Figure 1. Metal 1.
Bar = 100 um. Supply wires on this layer in gray.
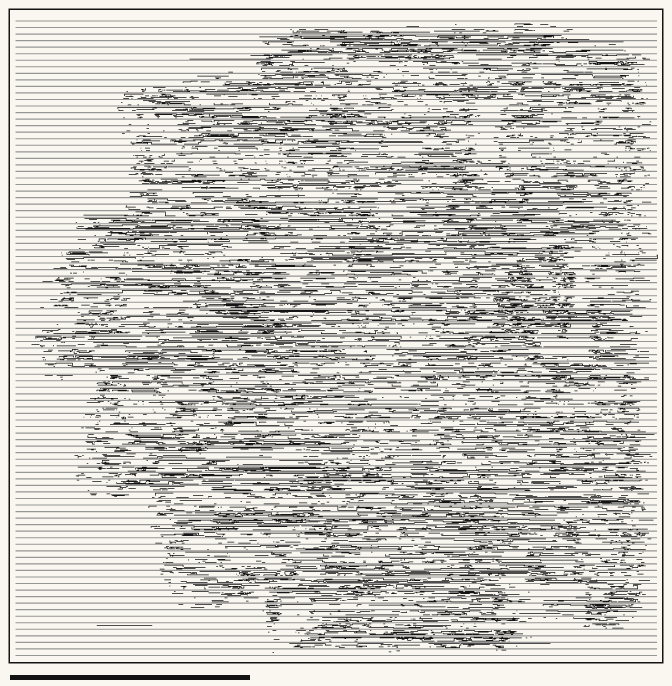
Figure 2. Clock wiring as the flow saved it.
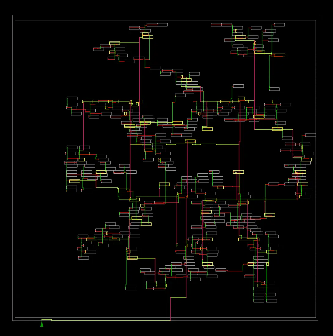
Figure 3. The metal 2 layer.
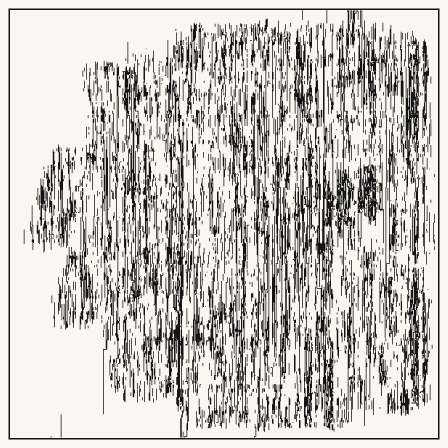
### src/rtl/fir_stream.sv
// fir_stream -- streaming, programmable-coefficient FIR filter.
//
// Each accepted sample (i_valid=1) is shifted into a delay line. On the next
// edge every tap product is registered, and on the edge after that the
// products are summed, arithmetically shifted right by SHIFT and narrowed to
// NB_OUT bits. Overflow either saturates or wraps, depending on i_sat, and is
// flagged on o_ovf. Coefficients can be rewritten at run time through a simple
// write strobe and reset to the identity filter (c[0]=1, all others 0).
//
// Ports
//   i_clk        rising-edge clock
//   i_rst_n      asynchronous active-low reset
//   i_valid      i_data carries a sample this cycle
//   i_data       input sample, signed, NB_DATA bits
//   i_clear      synchronous flush of the delay line and pipeline (coefs kept)
//   i_sat        1 = saturate on overflow, 0 = keep the low NB_OUT bits
//   i_coef_we    coefficient write strobe
//   i_coef_addr  tap index to write; indices >= N_TAPS are ignored
//   i_coef_data  coefficient value, signed, NB_COEF bits
//   o_valid      o_data/o_ovf carry a new result
//   o_data       filtered result, signed, NB_OUT bits
//   o_ovf        the narrowing of this result overflowed
//
// Timing: a sample taken on edge E0 has its result on o_data, with o_valid
// high, right after edge E0+2. Three valid flags follow the data through the
// pipe (delay line, product stage, output stage).

module fir_stream #(
  parameter int NB_DATA = 8,
  parameter int NB_COEF = 8,
  parameter int N_TAPS  = 8,
  parameter int NB_OUT  = 8,
  parameter int SHIFT   = 0
) (
  input  logic                      i_clk,
  input  logic                      i_rst_n,
  input  logic                      i_valid,
  input  logic [NB_DATA-1:0]        i_data,
  input  logic                      i_clear,
  input  logic                      i_sat,
  input  logic                      i_coef_we,
  input  logic [$clog2(N_TAPS)-1:0] i_coef_addr,
  input  logic [NB_COEF-1:0]        i_coef_data,
  output logic                      o_valid,
  output logic [NB_OUT-1:0]         o_data,
  output logic                      o_ovf
);

  localparam int NB_ADDR = $clog2(N_TAPS);
  localparam int NB_PROD = NB_DATA + NB_COEF;
  // Guard bits make the tap sum exact for any coefficient/data values.
  localparam int NB_ACC  = NB_PROD + $clog2(N_TAPS);
  // Working width for the range check: wide enough for both the sum and the
  // output limits, plus one bit so the limits never alias the sign.
  localparam int NB_W    = ((NB_ACC > NB_OUT) ? NB_ACC : NB_OUT) + 1;

  localparam logic [NB_COEF-1:0] C_ONE  = {{(NB_COEF-1){1'b0}}, 1'b1};
  localparam logic [NB_COEF-1:0] C_ZERO = {NB_COEF{1'b0}};

  // Full-precision signed product; operands are sign-extended first so the
  // multiply is evaluated at the product width.
  function automatic logic signed [NB_PROD-1:0] mul_s(
    input logic signed [NB_DATA-1:0] a,
    input logic signed [NB_COEF-1:0] b
  );
    logic signed [NB_PROD-1:0] a_e;
    logic signed [NB_PROD-1:0] b_e;
    a_e = {{NB_COEF{a[NB_DATA-1]}}, a};
    b_e = {{NB_DATA{b[NB_COEF-1]}}, b};
    return a_e * b_e;
  endfunction

  // Sign-extend one product to accumulator width.
  function automatic logic signed [NB_ACC-1:0] sext_p(
    input logic signed [NB_PROD-1:0] p
  );
    return {{(NB_ACC-NB_PROD){p[NB_PROD-1]}}, p};
  endfunction

  // Narrow the shifted sum to NB_OUT bits. Returns {ovf, data}.
  function automatic logic [NB_OUT:0] narrow(
    input logic signed [NB_ACC-1:0] s,
    input logic                     sat
  );
    logic signed [NB_W-1:0] s_w;
    logic signed [NB_W-1:0] max_w;
    logic signed [NB_W-1:0] min_w;
    logic        [NB_OUT:0] r;
    s_w   = {{(NB_W-NB_ACC){s[NB_ACC-1]}}, s};
    max_w = {{(NB_W-NB_OUT+1){1'b0}}, {(NB_OUT-1){1'b1}}};
    min_w = {{(NB_W-NB_OUT+1){1'b1}}, {(NB_OUT-1){1'b0}}};
    if (s_w > max_w) begin
      if (sat) begin
        r = {1'b1, 1'b0, {(NB_OUT-1){1'b1}}};
      end else begin
        r = {1'b1, s_w[NB_OUT-1:0]};
      end
    end else if (s_w < min_w) begin
      if (sat) begin
        r = {1'b1, 1'b1, {(NB_OUT-1){1'b0}}};
      end else begin
        r = {1'b1, s_w[NB_OUT-1:0]};
      end
    end else begin
      r = {1'b0, s_w[NB_OUT-1:0]};
    end
    return r;
  endfunction

  // State
  logic signed [NB_DATA-1:0] x_q [N_TAPS];
  logic signed [NB_DATA-1:0] x_d [N_TAPS];
  logic signed [NB_PROD-1:0] p_q [N_TAPS];
  logic signed [NB_PROD-1:0] p_d [N_TAPS];
  logic signed [NB_COEF-1:0] c_q [N_TAPS];
  logic signed [NB_COEF-1:0] c_d [N_TAPS];
  logic                      x_vld_q;
  logic                      x_vld_d;
  logic                      v1_q;
  logic                      v1_d;
  logic                      o_valid_q;
  logic                      o_valid_d;
  logic [NB_OUT-1:0]         o_data_q;
  logic [NB_OUT-1:0]         o_data_d;
  logic                      o_ovf_q;
  logic                      o_ovf_d;

  // Combinational datapath
  logic signed [NB_ACC-1:0]  acc_s;
  logic signed [NB_ACC-1:0]  sh_s;
  logic [NB_OUT:0]           nar_s;

  // Delay line: shift on an accepted sample, hold when idle, flush on clear.
  always_comb begin
    x_d     = x_q;
    x_vld_d = 1'b0;
    if (i_clear) begin
      for (int k = 0; k < N_TAPS; k++) begin
        x_d[k] = '0;
      end
      x_vld_d = 1'b0;
    end else if (i_valid) begin
      x_d[0] = i_data;
      for (int k = 1; k < N_TAPS; k++) begin
        x_d[k] = x_q[k-1];
      end
      x_vld_d = 1'b1;
    end else begin
      x_vld_d = 1'b0;
    end
  end

  // Product stage: registered x[k]*c[k]; uses the coefficients held before
  // this edge, so a write on the same edge only affects later products.
  always_comb begin
    for (int k = 0; k < N_TAPS; k++) begin
      p_d[k] = '0;
    end
    v1_d = 1'b0;
    if (i_clear) begin
      v1_d = 1'b0;
    end else begin
      for (int k = 0; k < N_TAPS; k++) begin
        p_d[k] = mul_s(x_q[k], c_q[k]);
      end
      v1_d = x_vld_q;
    end
  end

  // Tap sum, arithmetic scaling and narrowing of the registered products.
  always_comb begin
    acc_s = '0;
    for (int k = 0; k < N_TAPS; k++) begin
      acc_s = acc_s + sext_p(p_q[k]);
    end
    sh_s  = acc_s >>> SHIFT;
    nar_s = narrow(sh_s, i_sat);
  end

  // Output stage: data and overflow only move with a valid product set.
  always_comb begin
    o_valid_d = 1'b0;
    o_data_d  = o_data_q;
    o_ovf_d   = o_ovf_q;
    if (i_clear) begin
      o_valid_d = 1'b0;
    end else if (v1_q) begin
      o_valid_d = 1'b1;
      o_ovf_d   = nar_s[NB_OUT];
      o_data_d  = nar_s[NB_OUT-1:0];
    end else begin
      o_valid_d = 1'b0;
    end
  end

  // Coefficient writes; an address past the last tap matches no entry.
  always_comb begin
    c_d = c_q;
    for (int k = 0; k < N_TAPS; k++) begin
      if (i_coef_we && (i_coef_addr == NB_ADDR'(k))) begin
        c_d[k] = i_coef_data;
      end else begin
        c_d[k] = c_q[k];
      end
    end
  end

  // State registers; reset empties the pipe and restores identity coefficients.
  always_ff @(posedge i_clk or negedge i_rst_n) begin
    if (!i_rst_n) begin
      for (int k = 0; k < N_TAPS; k++) begin
        x_q[k] <= '0;
        p_q[k] <= '0;
        c_q[k] <= (k == 0) ? C_ONE : C_ZERO;
      end
      x_vld_q   <= 1'b0;
      v1_q      <= 1'b0;
      o_valid_q <= 1'b0;
      o_data_q  <= '0;
      o_ovf_q   <= 1'b0;
    end else begin
      x_q       <= x_d;
      p_q       <= p_d;
      c_q       <= c_d;
      x_vld_q   <= x_vld_d;
      v1_q      <= v1_d;
      o_valid_q <= o_valid_d;
      o_data_q  <= o_data_d;
      o_ovf_q   <= o_ovf_d;
    end
  end

  assign o_valid = o_valid_q;
  assign o_data  = o_data_q;
  assign o_ovf   = o_ovf_q;

endmodule

### config.mk
export PLATFORM = sky130hd
export DESIGN_NAME = fir_stream
export DESIGN_NICKNAME = d
export VERILOG_FILES = /design/src/rtl/fir_stream.sv
export SDC_FILE = /design/constraint.sdc
export NUM_CORES = 2
export LEC_CHECK = 0
export CORE_MARGIN = 2
export CORE_UTILIZATION = 45
export CTS_CLUSTER_DIAMETER = 60
export CTS_CLUSTER_SIZE = 8
export DETAILED_ROUTE_END_ITERATION = 16
export GPL_ROUTABILITY_DRIVEN = 0
export PLACE_DENSITY = 0.58
export SYNTH_ARGS = -nofsm -noshare
export SYNTH_HDL_FRONTEND = slang
export SYNTH_SLANG_ARGS = --single-unit
### constraint.sdc
create_clock -name i_clk -period 11.2 [get_ports i_clk]
set_input_delay 3.36 -clock i_clk [delete_from_list [all_inputs] [get_ports i_clk]]
set_output_delay 3.36 -clock i_clk [all_outputs]
set_load 0.01 [all_outputs]
==> impl_metrics.yaml <==
# physical design summary
timing:
  finalCritPeriodShare_pct: 50.4
  finalCriticalPeriod_ns: 5.65
  setup_viol_count_final: 0
  worst_slew_margin_rel_pct: 26.4
  max_clock_freq_ghz: 0.177
  final_max_slew_viol_count: 0
clocking:
  cts_tree: "built"
  postCtsHoldBufs: 0
  clk_pin_slew_ns: 0.05
  cts_sinks: 268
  clock_latency_reported_for_the_late_side_of_the_worst_skew_pair_ns: 0.58
  cts_buffer_depth: 3
floorplan:
  initCoreUtil_pct: 45.6
routing:
  wl_met1_um: 33900
  top_layer_used: "met4"
synthesis:
  synth_area_leader_cell: "sky130_fd_sc_hd__fa_1"
  ys.flops: 268
  post_synth_and_or_nand_nor_area_fraction_pct: 12.6
  synthesized_area_fraction_occupied_by_xor_and_xnor_cells_pct: 3.90
  synth.mux.area_fraction_pct: 4.17
  post_synthesis_compound_gate_area_fraction_pct: 4.96
  number_of_cells_in_yosys_stat: 3204
  post_synth_main_logic_family: "adder cells"
  asyncSetResetFlopFracSynth_pct: 100
critical_path:
  crit_path_max_incr_delay_ns: 0.54
  r2r_cells: 19
  r2r_slack_ns: 5.55
  crit_cells: 19
  cp_slowest_cell: "sky130_fd_sc_hd__fa_1"
  reg2reg_from: "p_q[50]"
  setup.worst_path.start: "p_q[50]"
grt:
  grt-ovfl-total: 0
  groute.usage.overall_pct: 21.6
  grt_first_pass_wirelength_um: 125000
placed_design:
  total_of_buffers_placed_on_input_and_output_ports: 34
  place_hpwl_um: 58800
hold_path:
  worst_hold_path.endpoint: "v1_q"
layout:
  final_layout_top_logic_cell: "sky130_fd_sc_hd__inv_1"
  syn2layout_area_growth_pct: 8.03
power:
  combinationalPowerShare_pct: 59.7
  power.clock.total_mw: 1.29
  power.group.top: "combinational logic"
  pwr.group.sequential_mw: 1.31
  comb_power_mw: 3.86
status:
  run_status: "finished clean"
run:
  stage_log_warnings: 30
  cap_viol_max_count: 0
-- Figure 1 (at the start) --
The layer holds 45% of the routed length. 3754 nets have wire on it. The layer carries 33.9 mm of wire. The longest straight run is 89.7 um.
Total Wirelength: 74900 um
overall via count from detail_route: 20.8k
met1 capacity usage during global routing: 29.9%

-- Figure 2 (at the start) --
flip-flops: 268
clock buffer count in the final layout: 62

-- Figure 3 (at the start) --
3454 nets have wire on it. The wires run mostly vertical. The layer holds 48% of the routed length. The layer carries 36.1 mm of wire. The longest straight run is 91.5 um.
met2 track utilization from global routing: 36.2%

[registers in the layout, summed over array words and instances, names as in the netlist]
signal	count
o_valid	1
o_data	8
x_q	64
c_q	64
v1_q	1
p_q	128
o_ovf	1
x_vld_q	1
[area by class of cell]
class	instances	area [um^2]	share of cell area [%]
clock buffers	62	1290	3.73
flip-flops and latches	268	6710	19.3
inverters	751	2820	8.13
multi-input cells	2077	22200	63.9
clock inverters	12	100	0.289
well taps	940	1180	3.39
repair buffers	44	432	1.24
[through the flow]
step,worst slack [ns],util (%),instances,total power [mW]
2_1_floorplan,5.95,-,3204,4.14
3_3_place_gp,5.71,47.3,4080,5.03
3_5_place_dp,5.56,47.3,4080,5.14
4_1_cts,5.55,49.3,4154,6.49
5_1_grt,5.30,49.3,4154,7.00
6_report,5.55,49.3,4154,6.46
Power is estimated from default activity; no workload was simulated.
